[src/rtl/eth_arp_rx.sv]
// rtl/eth_arp_rx.sv - byte-serial Ethernet ARP receiver with CRC-32 check and address filtering
// Emits captured sender fields on accept, or a drop pulse for any rejected frame.
module eth_arp_rx #(
  parameter int MIN_FRAME_LEN = 64,
  parameter bit CHECK_FCS     = 1'b1
) (
  input  logic        aclk,
  input  logic        areset,
  input  logic        data_valid,
  input  logic [7:0]  data_in,
  input  logic [47:0] mac_local,
  input  logic [31:0] ip_local,
  output logic        arp_valid,
  output logic        arp_oper,
  output logic [47:0] mac_s_addr,
  output logic [31:0] ip_s_addr,
  output logic        frame_drop
);

  typedef enum logic [2:0] {S_IDLE, S_PREAMBLE, S_HEADER, S_ARP, S_TAIL, S_DROP} state_t;

  state_t      r_state, w_next;
  logic        r_dv_prev;
  logic [10:0] r_count;
  logic [31:0] r_crc, w_crc_next;
  logic        r_reject, r_ne_local, r_ne_bcast;
  logic [47:0] r_sh_mac;
  logic [31:0] r_sh_ip;
  logic        r_sh_oper;
  logic        w_in_frame, w_frame_end, w_fcs_ok, w_accept, w_drop;
  logic        w_byte_bad, w_sfd;
  logic [7:0]  w_local_byte;

  always_ff @(posedge aclk or posedge areset) begin
    if (areset) r_state <= S_IDLE;
    else        r_state <= w_next;
  end

  // IDLE only starts on a rising edge of data_valid, so a frame cut by reset is skipped.
  always_comb begin
    w_next = r_state;
    case (r_state)
      S_IDLE:     if (data_valid && !r_dv_prev) w_next = (data_in == 8'h55) ? S_PREAMBLE : S_DROP;
      S_PREAMBLE: begin
        if (!data_valid)            w_next = S_IDLE;
        else if (data_in == 8'hD5)  w_next = S_HEADER;
        else if (data_in != 8'h55)  w_next = S_DROP;
      end
      S_HEADER:   begin
        if (!data_valid)              w_next = S_IDLE;
        else if (r_count == 11'd13)   w_next = S_ARP;
      end
      S_ARP:      begin
        if (!data_valid)              w_next = S_IDLE;
        else if (r_count == 11'd41)   w_next = S_TAIL;
      end
      S_TAIL:     if (!data_valid) w_next = S_IDLE;
      S_DROP:     if (!data_valid) w_next = S_IDLE;
      default:    w_next = S_IDLE;
    endcase
  end

  always_comb begin
    w_sfd       = (r_state == S_PREAMBLE) && data_valid && (data_in == 8'hD5);
    w_in_frame  = r_state inside {S_HEADER, S_ARP, S_TAIL};
    w_frame_end = w_in_frame && !data_valid;
    w_fcs_ok    = !CHECK_FCS || (r_crc == 32'hDEBB20E3);
    w_accept    = w_frame_end && (r_state == S_TAIL) && !r_reject && !(r_ne_local && r_ne_bcast)
                  && (r_count >= 11'(MIN_FRAME_LEN)) && w_fcs_ok;
    w_drop      = (w_frame_end && !w_accept) || ((r_state == S_DROP) && !data_valid);
  end

  // Fixed-value fields indexed by post-SFD byte position (header at 0, ARP at 14).
  always_comb begin
    w_byte_bad   = 1'b0;
    w_local_byte = 8'h00;
    case (r_count)
      11'd0:  w_local_byte = mac_local[47:40];
      11'd1:  w_local_byte = mac_local[39:32];
      11'd2:  w_local_byte = mac_local[31:24];
      11'd3:  w_local_byte = mac_local[23:16];
      11'd4:  w_local_byte = mac_local[15:8];
      11'd5:  w_local_byte = mac_local[7:0];
      11'd12: w_byte_bad = (data_in != 8'h08);
      11'd13: w_byte_bad = (data_in != 8'h06);
      11'd14: w_byte_bad = (data_in != 8'h00);
      11'd15: w_byte_bad = (data_in != 8'h01);
      11'd16: w_byte_bad = (data_in != 8'h08);
      11'd17: w_byte_bad = (data_in != 8'h00);
      11'd18: w_byte_bad = (data_in != 8'h06);
      11'd19: w_byte_bad = (data_in != 8'h04);
      11'd20: w_byte_bad = (data_in != 8'h00);
      11'd21: w_byte_bad = !((data_in == 8'h01) || (data_in == 8'h02));
      11'd38: w_byte_bad = (data_in != ip_local[31:24]);
      11'd39: w_byte_bad = (data_in != ip_local[23:16]);
      11'd40: w_byte_bad = (data_in != ip_local[15:8]);
      11'd41: w_byte_bad = (data_in != ip_local[7:0]);
      default: w_byte_bad = 1'b0;
    endcase
  end

  always_comb begin
    w_crc_next = r_crc;
    for (int i = 0; i < 8; i++) begin
      if (w_crc_next[0] ^ data_in[i]) w_crc_next = (w_crc_next >> 1) ^ 32'hEDB88320;
      else                            w_crc_next = w_crc_next >> 1;
    end
  end

  always_ff @(posedge aclk or posedge areset) begin
    if (areset) begin
      r_dv_prev  <= 1'b1;
      r_count    <= 11'd0;
      r_crc      <= 32'hFFFFFFFF;
      r_reject   <= 1'b0;
      r_ne_local <= 1'b0;
      r_ne_bcast <= 1'b0;
      r_sh_mac   <= 48'd0;
      r_sh_ip    <= 32'd0;
      r_sh_oper  <= 1'b0;
      arp_valid  <= 1'b0;
      frame_drop <= 1'b0;
      arp_oper   <= 1'b0;
      mac_s_addr <= 48'd0;
      ip_s_addr  <= 32'd0;
    end else begin
      r_dv_prev  <= data_valid;
      arp_valid  <= w_accept;
      frame_drop <= w_drop;
      if (w_accept) begin
        arp_oper   <= r_sh_oper;
        mac_s_addr <= r_sh_mac;
        ip_s_addr  <= r_sh_ip;
      end
      if (w_sfd) begin
        r_count    <= 11'd0;
        r_crc      <= 32'hFFFFFFFF;
        r_reject   <= 1'b0;
        r_ne_local <= 1'b0;
        r_ne_bcast <= 1'b0;
      end else if (w_in_frame && data_valid) begin
        r_crc <= w_crc_next;
        if (r_count != 11'h7FF) r_count <= r_count + 11'd1;
        if ((r_state != S_TAIL) && w_byte_bad) r_reject <= 1'b1;
        if ((r_state == S_HEADER) && (r_count < 11'd6)) begin
          if (data_in != w_local_byte) r_ne_local <= 1'b1;
          if (data_in != 8'hFF)        r_ne_bcast <= 1'b1;
        end
        if (r_count == 11'd21) r_sh_oper <= data_in[1];
        if ((r_count >= 11'd22) && (r_count <= 11'd27)) r_sh_mac <= {r_sh_mac[39:0], data_in};
        if ((r_count >= 11'd28) && (r_count <= 11'd31)) r_sh_ip  <= {r_sh_ip[23:0], data_in};
      end
    end
  end

endmodule

[config.mk]
export PLATFORM = sky130hd
export DESIGN_NAME = eth_arp_rx
export DESIGN_NICKNAME = d
export VERILOG_FILES = /design/src/rtl/eth_arp_rx.sv
export SDC_FILE = /design/constraint.sdc
export NUM_CORES = 1
export LEC_CHECK = 0
export CAP_MARGIN = 20
export CELL_PAD_IN_SITES_DETAIL_PLACEMENT = 1
export CELL_PAD_IN_SITES_GLOBAL_PLACEMENT = 2
export CORE_ASPECT_RATIO = 0.5
export CORE_MARGIN = 4
export CORE_UTILIZATION = 25
export CTS_CLUSTER_SIZE = 24
export DETAILED_ROUTE_END_ITERATION = 10
export PLACE_DENSITY_LB_ADDON = 0.08
export SYNTH_ARGS = -nofsm -noshare
export SYNTH_HDL_FRONTEND = slang
export SYNTH_SLANG_ARGS = --single-unit
[constraint.sdc]
create_clock -name aclk -period 7.56 [get_ports aclk]
set_input_delay 1.134 -clock aclk [delete_from_list [all_inputs] [get_ports aclk]]
set_output_delay 1.134 -clock aclk [all_outputs]
set_load 0.02 [all_outputs]
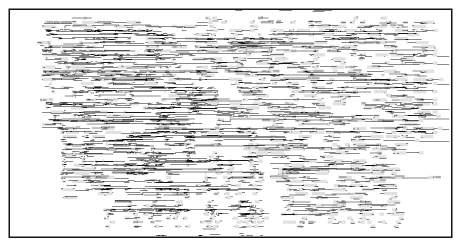
(images/layer_met1.png)
Drawn at 1.5 px/um.
nets with wire on the layer = 1004
main direction = horizontal

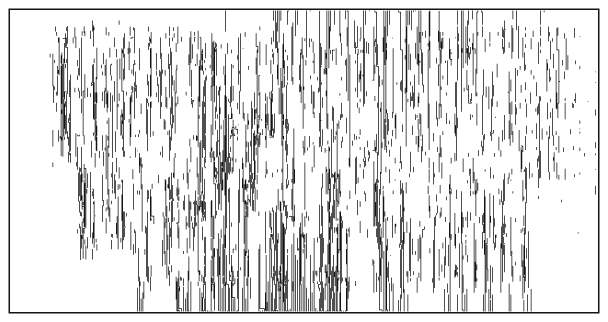
(images/layer_met2.png)
Drawn at 2 px/um.
wire length on this layer = 15300 um
nets with wire on the layer = 995
longest straight run = 67.8 um
share of all routed wire = 49%
main direction = vertical

==> run summary <==
flow finished, numbers: status=completed, Die X=294.0 um, clk latency late pin=0.53 ns, Pre-Place Util=25.30%, CTS buffer count=24, Hold Path Class=reg2reg, all-layer global routing usage=14.05%, CTS resizes=0, Top Layout Cells=dfrtp_1 (181), clkdlybuf4s50_1 (173), mux2_2 (163), xnor2_1 (63), a22oi_1 (35), met3 wire len=777 um, Largest cells by area=dfrtp_1 (44%), mux2_2 (18%), dfstp_2 (8.5%), CP Capture Type=flip-flop, critical path arrival=4.26 ns, Synth Instances=832, Crit Path Category=in2reg, Via-to-Cell Ratio=4.600, WHS Path Cells=2, Critical Path End=r_reject, Rel. slew slack=33.94%, P_comb=1.67 mW, H-tree lvl count=1, Inverters=10, Reg power frac=34.3%, worst slew pin tran=0.9908 ns, yosys warns=0, total core area=0.04040 mm2, Levels on crit path=8, max layer used=met4, unrepaired setup endpoints after global routing=false, final hold violations=0, hold_sp=r_ne_local, Synth Flop Type=dfrtp_1, Comb/total area=34.44%, GP Congestion=0.7445, met1 Usage GRT=18.92%, area delta synth->final=30.04%, min Tclk post-route=3.849 ns, CLK BUF=33
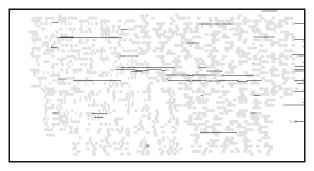
(images/layer_met3.png)
Drawn at 1 px/um.
nets with wire on the layer = 31
main direction = horizontal

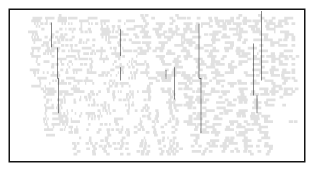
(images/layer_met4.png)
Drawn at 1 px/um.
share of all routed wire = 1.4%
main direction = vertical
wire length on this layer = 420 um
longest straight run = 69.4 um

Power and IR drop assume default switching activity.
